===== config.mk =====
export PLATFORM = sky130hd
export DESIGN_NAME = muldiv_unit_flat
export DESIGN_NICKNAME = d
export VERILOG_FILES = /design/src/rtl/muldiv_unit_pkg.sv /design/src/rtl/muldiv_unit_if.sv /design/src/rtl/muldiv_unit.sv /design/src/flat_wrapper.sv
export SDC_FILE = /design/constraint.sdc
export NUM_CORES = 1
export LEC_CHECK = 0
export ABC_AREA = 1
export CAP_MARGIN = 20
export CORE_MARGIN = 2
export CORE_UTILIZATION = 50
export DETAILED_ROUTE_END_ITERATION = 10
export GPL_ROUTABILITY_DRIVEN = 1
export GPL_TIMING_DRIVEN = 0
export PLACE_DENSITY = 0.72
export SYNTH_ARGS = -nofsm -noshare
export SYNTH_HDL_FRONTEND = slang
export SYNTH_SLANG_ARGS = --single-unit

===== constraint.sdc =====
create_clock -name clock -period 10 [get_ports clock]
set_clock_uncertainty 0.05 [all_clocks]
set_input_delay 2 -clock clock [delete_from_list [all_inputs] [get_ports clock]]
set_output_delay 2 -clock clock [all_outputs]
set_load 0.1 [all_outputs]

===== src/rtl/muldiv_unit_pkg.sv =====
// Shared pipeline types for the multiply/divide unit: operation codes,
// FSM states and the iteration count of the radix-2 datapath.
package pipTypes;

  localparam int MULDIV_ITERS = 32;
  localparam logic [4:0] ITER_LAST = 5'(MULDIV_ITERS - 1);

  typedef enum logic [2:0] {
    OP_NONE = 3'd0,
    OP_MUL  = 3'd1,
    OP_DIV  = 3'd2,
    OP_MTHI = 3'd3,
    OP_MTLO = 3'd4,
    OP_MFHI = 3'd5,
    OP_MFLO = 3'd6
  } muldiv_op_t;

  typedef enum logic [1:0] {
    IDLE  = 2'd0,
    ITER  = 2'd1,
    FIXUP = 2'd2
  } muldiv_state_t;

  function automatic logic [31:0] abs32(input logic [31:0] v);
    return v[31] ? (32'd0 - v) : v;
  endfunction

endpackage


===== src/rtl/muldiv_unit_if.sv =====
// EX-stage <-> multiply/divide unit request bus and HI/LO result view.
interface muldiv_unit_if;
  import pipTypes::*;

  logic        req_valid;
  muldiv_op_t  muldiv_op;
  logic        muldiv_op_u;
  logic [31:0] A;
  logic [31:0] B;
  logic        flush;
  logic        stall;
  logic        busy;
  logic [31:0] hi;
  logic [31:0] lo;

  modport master (
    output req_valid, muldiv_op, muldiv_op_u, A, B, flush,
    input  stall, busy, hi, lo
  );

  modport slave (
    input  req_valid, muldiv_op, muldiv_op_u, A, B, flush,
    output stall, busy, hi, lo
  );

endinterface


===== src/rtl/muldiv_unit.sv =====
// Iterative 32-bit MUL/DIV unit with architectural HI/LO registers; one
// shared 33-bit adder performs shift-add multiply and restoring divide.
module muldiv_unit
  import pipTypes::*;
(
  input logic          clock,
  input logic          reset_n,
  muldiv_unit_if.slave bus
);

  muldiv_state_t state, state_nxt;
  logic [4:0]    count;
  logic [31:0]   acc;
  logic [31:0]   quo;
  logic [31:0]   mb;
  logic          op_div;
  logic          neg_lo;
  logic          neg_hi;
  logic [31:0]   hi_q;
  logic [31:0]   lo_q;
  logic          busy_w;
  logic          accept;
  logic          start;
  logic          is_div_req;
  logic          signed_req;
  logic          b_zero;
  logic [32:0]   add_a;
  logic [32:0]   add_b;
  logic [32:0]   add_sum;
  logic [63:0]   prod_fix;
  logic [31:0]   quo_fix;
  logic [31:0]   rem_fix;

  assign is_div_req = (bus.muldiv_op == OP_DIV);
  assign signed_req = ~bus.muldiv_op_u;
  assign b_zero     = (bus.B == 32'd0);
  assign bus.hi     = hi_q;
  assign bus.lo     = lo_q;

  always_ff @(posedge clock or negedge reset_n) begin
    if (!reset_n) begin
      state <= IDLE;
    end else begin
      state <= state_nxt;
    end
  end

  // A request coinciding with flush is dropped, and flush wins over any state.
  always_comb begin
    busy_w    = (state != IDLE);
    accept    = bus.req_valid & ~busy_w & ~bus.flush;
    start     = accept & ((bus.muldiv_op == OP_MUL) | (bus.muldiv_op == OP_DIV));
    state_nxt = state;
    case (state)
      IDLE:    if (start) state_nxt = ITER;
      ITER:    if (count == 5'd0) state_nxt = FIXUP;
      FIXUP:   state_nxt = IDLE;
      default: state_nxt = IDLE;
    endcase
    if (bus.flush) state_nxt = IDLE;
    bus.busy  = busy_w;
    bus.stall = bus.req_valid & busy_w;
  end

  // DIV feeds the adder {rem,next dividend bit} - divisor; MUL adds the
  // multiplicand to the upper half when the current multiplier bit is set.
  always_comb begin
    add_a    = op_div ? {acc, quo[31]} : {1'b0, acc};
    add_b    = op_div ? ~{1'b0, mb} : (quo[0] ? {1'b0, mb} : 33'd0);
    add_sum  = add_a + add_b + {32'd0, op_div};
    prod_fix = neg_lo ? (64'd0 - {acc, quo}) : {acc, quo};
    quo_fix  = neg_lo ? (32'd0 - quo) : quo;
    rem_fix  = neg_hi ? (32'd0 - acc) : acc;
  end

  // Divide-by-zero naturally yields an all-ones quotient and |A| remainder;
  // suppressing quotient negation and giving the remainder A's sign returns A.
  always_ff @(posedge clock or negedge reset_n) begin
    if (!reset_n) begin
      count  <= 5'd0;
      acc    <= 32'd0;
      quo    <= 32'd0;
      mb     <= 32'd0;
      op_div <= 1'b0;
      neg_lo <= 1'b0;
      neg_hi <= 1'b0;
      hi_q   <= 32'd0;
      lo_q   <= 32'd0;
    end else begin
      case (state)
        IDLE: begin
          if (accept) begin
            case (bus.muldiv_op)
              OP_MTHI: hi_q <= bus.A;
              OP_MTLO: lo_q <= bus.A;
              OP_MUL, OP_DIV: begin
                op_div <= is_div_req;
                count  <= ITER_LAST;
                acc    <= 32'd0;
                quo    <= signed_req ? abs32(bus.A) : bus.A;
                mb     <= signed_req ? abs32(bus.B) : bus.B;
                neg_lo <= signed_req & (bus.A[31] ^ bus.B[31]) & ~(is_div_req & b_zero);
                neg_hi <= signed_req & bus.A[31] & is_div_req;
              end
              default: ;
            endcase
          end
        end
        ITER: begin
          if (count != 5'd0) count <= count - 5'd1;
          if (op_div) begin
            if (!add_sum[32]) begin
              acc <= add_sum[31:0];
              quo <= {quo[30:0], 1'b1};
            end else begin
              acc <= add_a[31:0];
              quo <= {quo[30:0], 1'b0};
            end
          end else begin
            acc <= add_sum[32:1];
            quo <= {add_sum[0], quo[31:1]};
          end
        end
        FIXUP: begin
          if (!bus.flush) begin
            if (op_div) begin
              lo_q <= quo_fix;
              hi_q <= rem_fix;
            end else begin
              hi_q <= prod_fix[63:32];
              lo_q <= prod_fix[31:0];
            end
          end
        end
        default: ;
      endcase
    end
  end

endmodule

===== src/flat_wrapper.sv =====
// flat-port wrapper written by rule: the top's interface ports become plain ports
module muldiv_unit_flat import pipTypes::*;
  (clock, reset_n, bus_req_valid, bus_muldiv_op, bus_muldiv_op_u, bus_A, bus_B, bus_flush, bus_stall, bus_busy, bus_hi, bus_lo);
  muldiv_unit_if bus_i ();
  input logic clock;
  input logic reset_n;
  input wire logic [$bits(bus_i.req_valid)-1:0] bus_req_valid;
  input wire logic [$bits(bus_i.muldiv_op)-1:0] bus_muldiv_op;
  input wire logic [$bits(bus_i.muldiv_op_u)-1:0] bus_muldiv_op_u;
  input wire logic [$bits(bus_i.A)-1:0] bus_A;
  input wire logic [$bits(bus_i.B)-1:0] bus_B;
  input wire logic [$bits(bus_i.flush)-1:0] bus_flush;
  output wire logic [$bits(bus_i.stall)-1:0] bus_stall;
  output wire logic [$bits(bus_i.busy)-1:0] bus_busy;
  output wire logic [$bits(bus_i.hi)-1:0] bus_hi;
  output wire logic [$bits(bus_i.lo)-1:0] bus_lo;
  assign bus_i.req_valid = bus_req_valid;
  assign bus_i.muldiv_op = bus_muldiv_op;
  assign bus_i.muldiv_op_u = bus_muldiv_op_u;
  assign bus_i.A = bus_A;
  assign bus_i.B = bus_B;
  assign bus_i.flush = bus_flush;
  assign bus_stall = bus_i.stall;
  assign bus_busy = bus_i.busy;
  assign bus_hi = bus_i.hi;
  assign bus_lo = bus_i.lo;
  muldiv_unit u_core (.clock(clock), .reset_n(reset_n), .bus(bus_i));
endmodule

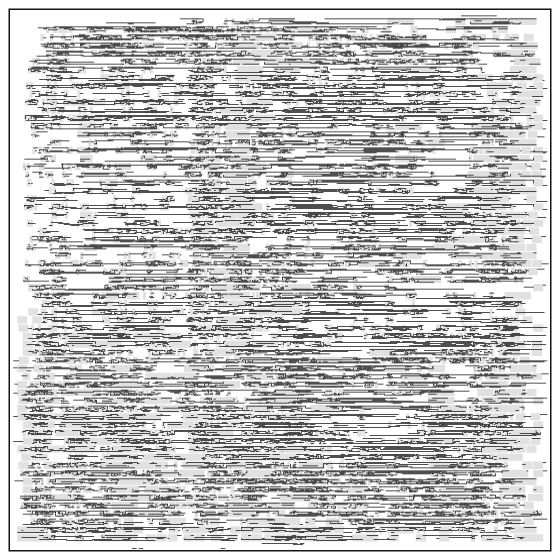
*The metal 1 layer, run 1*
Cells faint in the background.
nets with wire on the layer: 2783
share of all routed wire: 38%
wire length on this layer: 27.2 mm
longest straight run: 77.7 um
vias after detailed routing: 19500
met1 usage in global routing: 0.535
total wire length after detailed routing: 70.8 mm

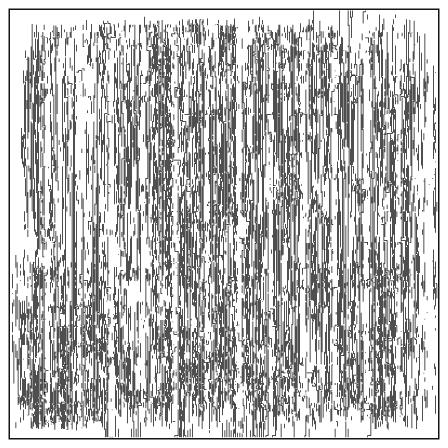
*The metal 2 layer, run 1*
wire length on this layer: 30.8 mm
main direction: vertical
longest straight run: 119 um
nets with wire on the layer: 2397
grt met2 use: 0.672

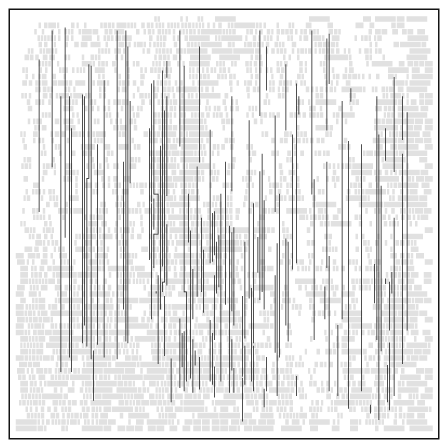
*The metal 4 layer, run 1*
Cells faint in the background.
main direction: vertical
longest straight run: 139 um
wire length on this layer: 5880 um
share of all routed wire: 8.3%
nets with wire on the layer: 100

==> reports/qor.rpt, run 1 <==
================================================================================
Tally of max-capacitance violations                                            0
Count of filler cells inserted in the layout                                3077
Hold slack final                                                        0.436 ns
Pin count of the biggest net entering global routing                          91
Pre-antenna DRT Iters                                                          7
Kind of cell with the highest combined delay on the critical path   buffers and inverters
Outcome                                                             finished, final reports clean
Hold Crit Start                                                     u_core.count[4]
Worst-case register-to-register setup slack                              4.78 ns
Comb. cell area                                                        9890 um^2
Critical Path Start                                                 bus_req_valid
Largest cells by area after synthesis                               sky130_fd_sc_hd__dfrtp_1, sky130_fd_sc_hd__nand2_1, sky130_fd_sc_hd__nand3_1, sky130_fd_sc_hd__inv_1, sky130_fd_sc_hd__nor2_1
Series of cell instances along the critical path                    clkdlybuf4s50_1 > inv_1 > nor2_1 > clkdlybuf4s50_1
PnR Total Power                                                          5.78 mW
Number of nets produced by synthesis                                        2798
Dominant synthesized flop cell                                      sky130_fd_sc_hd__dfrtp_1
Final number of max-transition violations                                      0
Total of warnings raised by yosys                                              0
Die Footprint                                                         33100 um^2
Number of cells on the critical path                                           4
Async SR Flop Fraction                                                      1.00
Aggregate global routing overflow                                              0
Number of antenna violations at the first check in global routing              0
Resize count post-CTS                                                          0
Crit path capture type                                              primary output
Seq/Total Area, Yosys                                                      0.269
Max Fanout on Critical Path                                                    2
Core utilization before placement                                          0.505
H-tree level count                                                             4
Headroom to the max-slew limit                                             0.280
Required time of the critical path                                       7.95 ns
Most frequent CP cell                                               sky130_fd_sc_hd__clkdlybuf4s50_1
Post-synthesis average cell area                                       5.90 um^2
================================================================================
run 1: state kept, by name, indices dropped and copies added (netlist names):
register and flops:
u_core.op_div 1, u_core.bus.lo 32, u_core.bus.hi 32, u_core.neg_lo 1, u_core.mb 32, u_core.count 5
u_core.state 2, u_core.neg_hi 1, u_core.acc 32, u_core.quo 32
run 1: through the flow:
step	cell area (um^2)	cells	util
after floorplan	15800	2686	-
after global placement	17700	3225	0.564
after detailed placement	17700	3226	0.565
after CTS	18400	3258	0.585
after global routing	18400	3258	0.585
final	18400	3258	0.585
run 1: cells by family after synthesis:
logic type,share of synthesized area
and+or+nand+nor,0.411
xor gates and xnor gates,0.0188
DFF,0.269
buffers and inverters,0.107
AOI/OAI and AO/OA,0.162
adders and majority gates,0.0325
run 1: worst reg2reg max path, delay by kind of cell, from the launching register on:
family | cells | cell delay [ns]
AND/OR/NAND/NOR | 12 | 1.46
flip-flops | 1 | 0.37
buffers and inverters | 6 | 2.02
adder cells (fa/ha/maj) | 2 | 0.68
AND-OR/OR-AND | 2 | 0.58
run 1: routing by layer:
metal  vias up  routed length (um)  global-route usage
met3       262                6940              0.0692
met5         -                   0                   0
met2      1288               30800               0.672
li1       8999                   -                   -
met1      8901               27200               0.535
met4         0                5880               0.316
run 1: area by class of cell:
cell class	instances	share of cell area
buffer	105	0.0240
clock buffer	17	0.0232
clock inverter	15	0.0110
inverter	334	0.0682
multi-input combinational	2077	0.538
sequential	170	0.232
tap	402	0.0274
timing repair buffer	138	0.0764
run 1: power breakdown:
part | total, mW | switching [mW] | internal (mW)
Combinational | 3.88 | 2.81 | 1.07
Sequential | 1.18 | 0.265 | 0.914
Clock | 0.719 | 0.371 | 0.349
### Congestion heat map, run 1

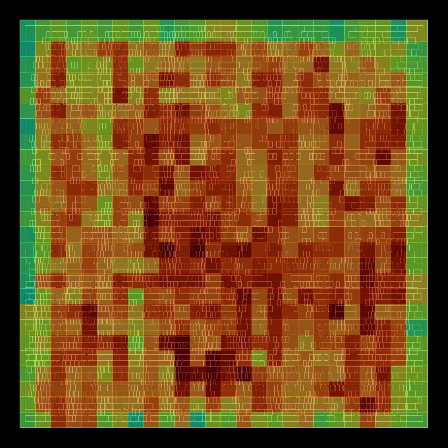

## Run 2: what changed since run 1
--- a/config.mk
+++ b/config.mk
@@ -12,7 +12,7 @@
 export DETAILED_ROUTE_END_ITERATION = 10
 export GPL_ROUTABILITY_DRIVEN = 1
 export GPL_TIMING_DRIVEN = 0
-export PLACE_DENSITY = 0.72
+export PLACE_DENSITY = 0.74
 export SYNTH_ARGS = -nofsm -noshare
 export SYNTH_HDL_FRONTEND = slang
 export SYNTH_SLANG_ARGS = --single-unit
==> constraint.sdc (replaced) <==
create_clock -name clock -period 4.8 [get_ports clock]
set_clock_uncertainty 0.05 [all_clocks]
set_input_delay 0.96 -clock clock [delete_from_list [all_inputs] [get_ports clock]]
set_output_delay 0.96 -clock clock [all_outputs]
set_load 0.1 [all_outputs]
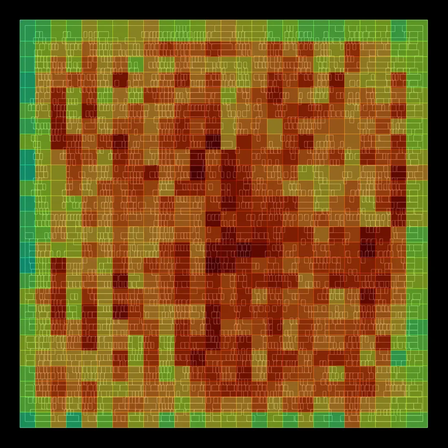
*Congestion heat map, run 2*
grt met2 use: 0.653
met1 usage in global routing: 0.524

==> reports/qor.rpt, run 2 <==
================================================================================
GR Util All Layers                                                         0.419   was 0.429
End-of-flow core utilization                                               0.585   about the same
Clk root buf                                                        sky130_fd_sc_hd__clkbuf_16   unchanged
Crit path capture type                                                 flip-flop   was primary output
Pin count of the biggest net entering global routing                         119   was 91
H-tree level count                                                             4   unchanged
Hold slack final                                                        0.341 ns   was 0.436 ns
Top-count cell post-synth                                           sky130_fd_sc_hd__nand2_1   unchanged
Cell count after placement                                                  3226   unchanged
Number of nets produced by synthesis                                        2798   unchanged
Die Footprint                                                         33100 um^2   unchanged
Outcome                                                             finished, final reports clean   unchanged
Final instance area                                                   18400 um^2   about the same
Core utilization before placement                                          0.505   unchanged
Final number of max-transition violations                                      0   unchanged
Async SR Flop Fraction                                                      1.00   unchanged
Number of antenna violations at the first check in global routing              1   was 0
Required time of the critical path                                       5.14 ns   was 7.95 ns
GR Util met3                                                              0.0899   was 0.0692
Most frequent CP cell                                               sky130_fd_sc_hd__nand2_1   was sky130_fd_sc_hd__clkdlybuf4s50_1
PnR Total Power                                                          12.0 mW   was 5.78 mW
Final hold violations                                                          0   unchanged
Count of filler cells inserted in the layout                                3166   was 3077
Total wire length after detailed routing                                 69.1 mm   was 70.8 mm
Seq/Total Area, Yosys                                                      0.269   unchanged
Total of warnings raised by yosys                                              0   unchanged
Placeable core region                                                 31400 um^2   unchanged
Maximum clock insertion buffer count                                           2   unchanged
Series of cell instances along the critical path                    buf_2 > clkinvlp_4 > buf_2 > nand2_1 > clkbuf_1 > o21ai_0 > ha_1 > a21oi_2 > nand2_1 > nand2_1 > nand2_1 > a21oi_1 > nand2_2 > nand2_2 > nand3_1 > o21ai_0 > nand2_1 > nand2_1   was clkdlybuf4s50_1 > inv_1 > nor2_1 > clkdlybuf4s50_1
Area leader, netlist                                                sky130_fd_sc_hd__dfrtp_1   unchanged
Netlist area before placement                                         15800 um^2   unchanged
Worst EP arrival                                                         4.94 ns   was 3.76 ns
Pre-antenna DRT Iters                                                          6   was 7
Headroom to the max-slew limit                                             0.300   was 0.280
# Cells Yosys                                                               2686   unchanged
Placement Setup Slack                                                  -0.197 ns   was 4.19 ns
Most used routing layer in global routing                                   met2   unchanged
Tally of max-capacitance violations                                            0   unchanged
Dominant synthesized flop cell                                      sky130_fd_sc_hd__dfrtp_1   unchanged
Vias after detailed routing                                                19100   was 19500
Post-synthesis average cell area                                       5.90 um^2   unchanged
Largest cells by area after synthesis                               sky130_fd_sc_hd__dfrtp_1, sky130_fd_sc_hd__nand2_1, sky130_fd_sc_hd__nand3_1, sky130_fd_sc_hd__inv_1, sky130_fd_sc_hd__nor2_1   unchanged
Max Fanout on Critical Path                                                   12   was 2
Aggregate global routing overflow                                              0   unchanged
Area of placed instances                                              17700 um^2   unchanged
Comb. cell area                                                        9890 um^2   about the same
Kind of cell with the highest combined delay on the critical path   AND-OR/OR-AND gates   was buffers and inverters
================================================================================
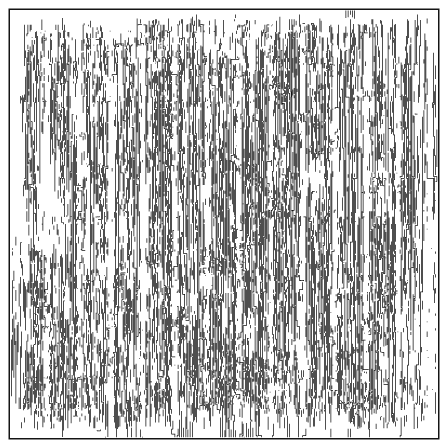
*The metal 2 layer, run 2*
longest straight run: 94.2 um
main direction: vertical
wire length on this layer: 29.7 mm
share of all routed wire: 43%

-- run 2: cell counts after synthesis --
No cell type changed its count.
-- run 2: repair_timing --
item                       4_1_cts  5_1_grt
setup endpoints to repair       33       33
pin swaps                        0        0
resized                          2        7
-- run 2: report_power, final --
part	internal, mW	switching [mW]	leakage [nW]
Combinational	2.23	5.82	6.79
Clock	0.756	0.722	0.302
Sequential	1.90	0.535	2.02
-- run 2: area by class of cell --
| class | instances | share of cell area |
|---|---|---|
| plain buffers | 103 | 0.0238 |
| clock buffers | 17 | 0.0232 |
| clock inverters | 15 | 0.0105 |
| inverters | 334 | 0.0685 |
| multi-input cells | 2077 | 0.539 |
| flip-flops and latches | 170 | 0.232 |
| well taps | 402 | 0.0274 |
| repair buffers | 138 | 0.0764 |
-- run 2: path summary, 6_finish.rpt --
| kind | depth (start not counted) | end | startpoint | slack (ns) |
|---|---|---|---|---|
| min reg2reg | 2 | u_core.bus.lo[3] | u_core.bus.lo[3] | 0.43 |
| min in group clock | 2 | u_core.bus.lo[3] | u_core.bus.lo[3] | 0.43 |
| max in group asynchronous | 2 | u_core.acc[31] | reset_n | 3.40 |
| min | 1 | u_core.bus.lo[13] | reset_n | 0.34 |
| max reg2reg | 18 | u_core.acc[31] | u_core.op_div | 0.20 |
| max | 18 | u_core.acc[31] | u_core.op_div | 0.20 |
-- run 2: kinds of logic (layout without fill, tap and decap cells) --
logic type      after synthesis  after routing  synth area share
flops                       170            170             0.269
fa+ha+maj                    40             40            0.0325
compound gates              465            465             0.162
xor+xnor                     34             34            0.0188
simple gates               1538           1538             0.411
buf+inv                     439            607             0.107
-- run 2: per-layer routing --
layer | share of wire | vias to the layer above
li1 | - | 8973
met1 | 0.40 | 8745
met2 | 0.43 | 1125
met3 | 0.099 | 222
met4 | 0.076 | 0
met5 | 0 | -
Power figures rest on the tool's default switching activity, not on a simulated workload.
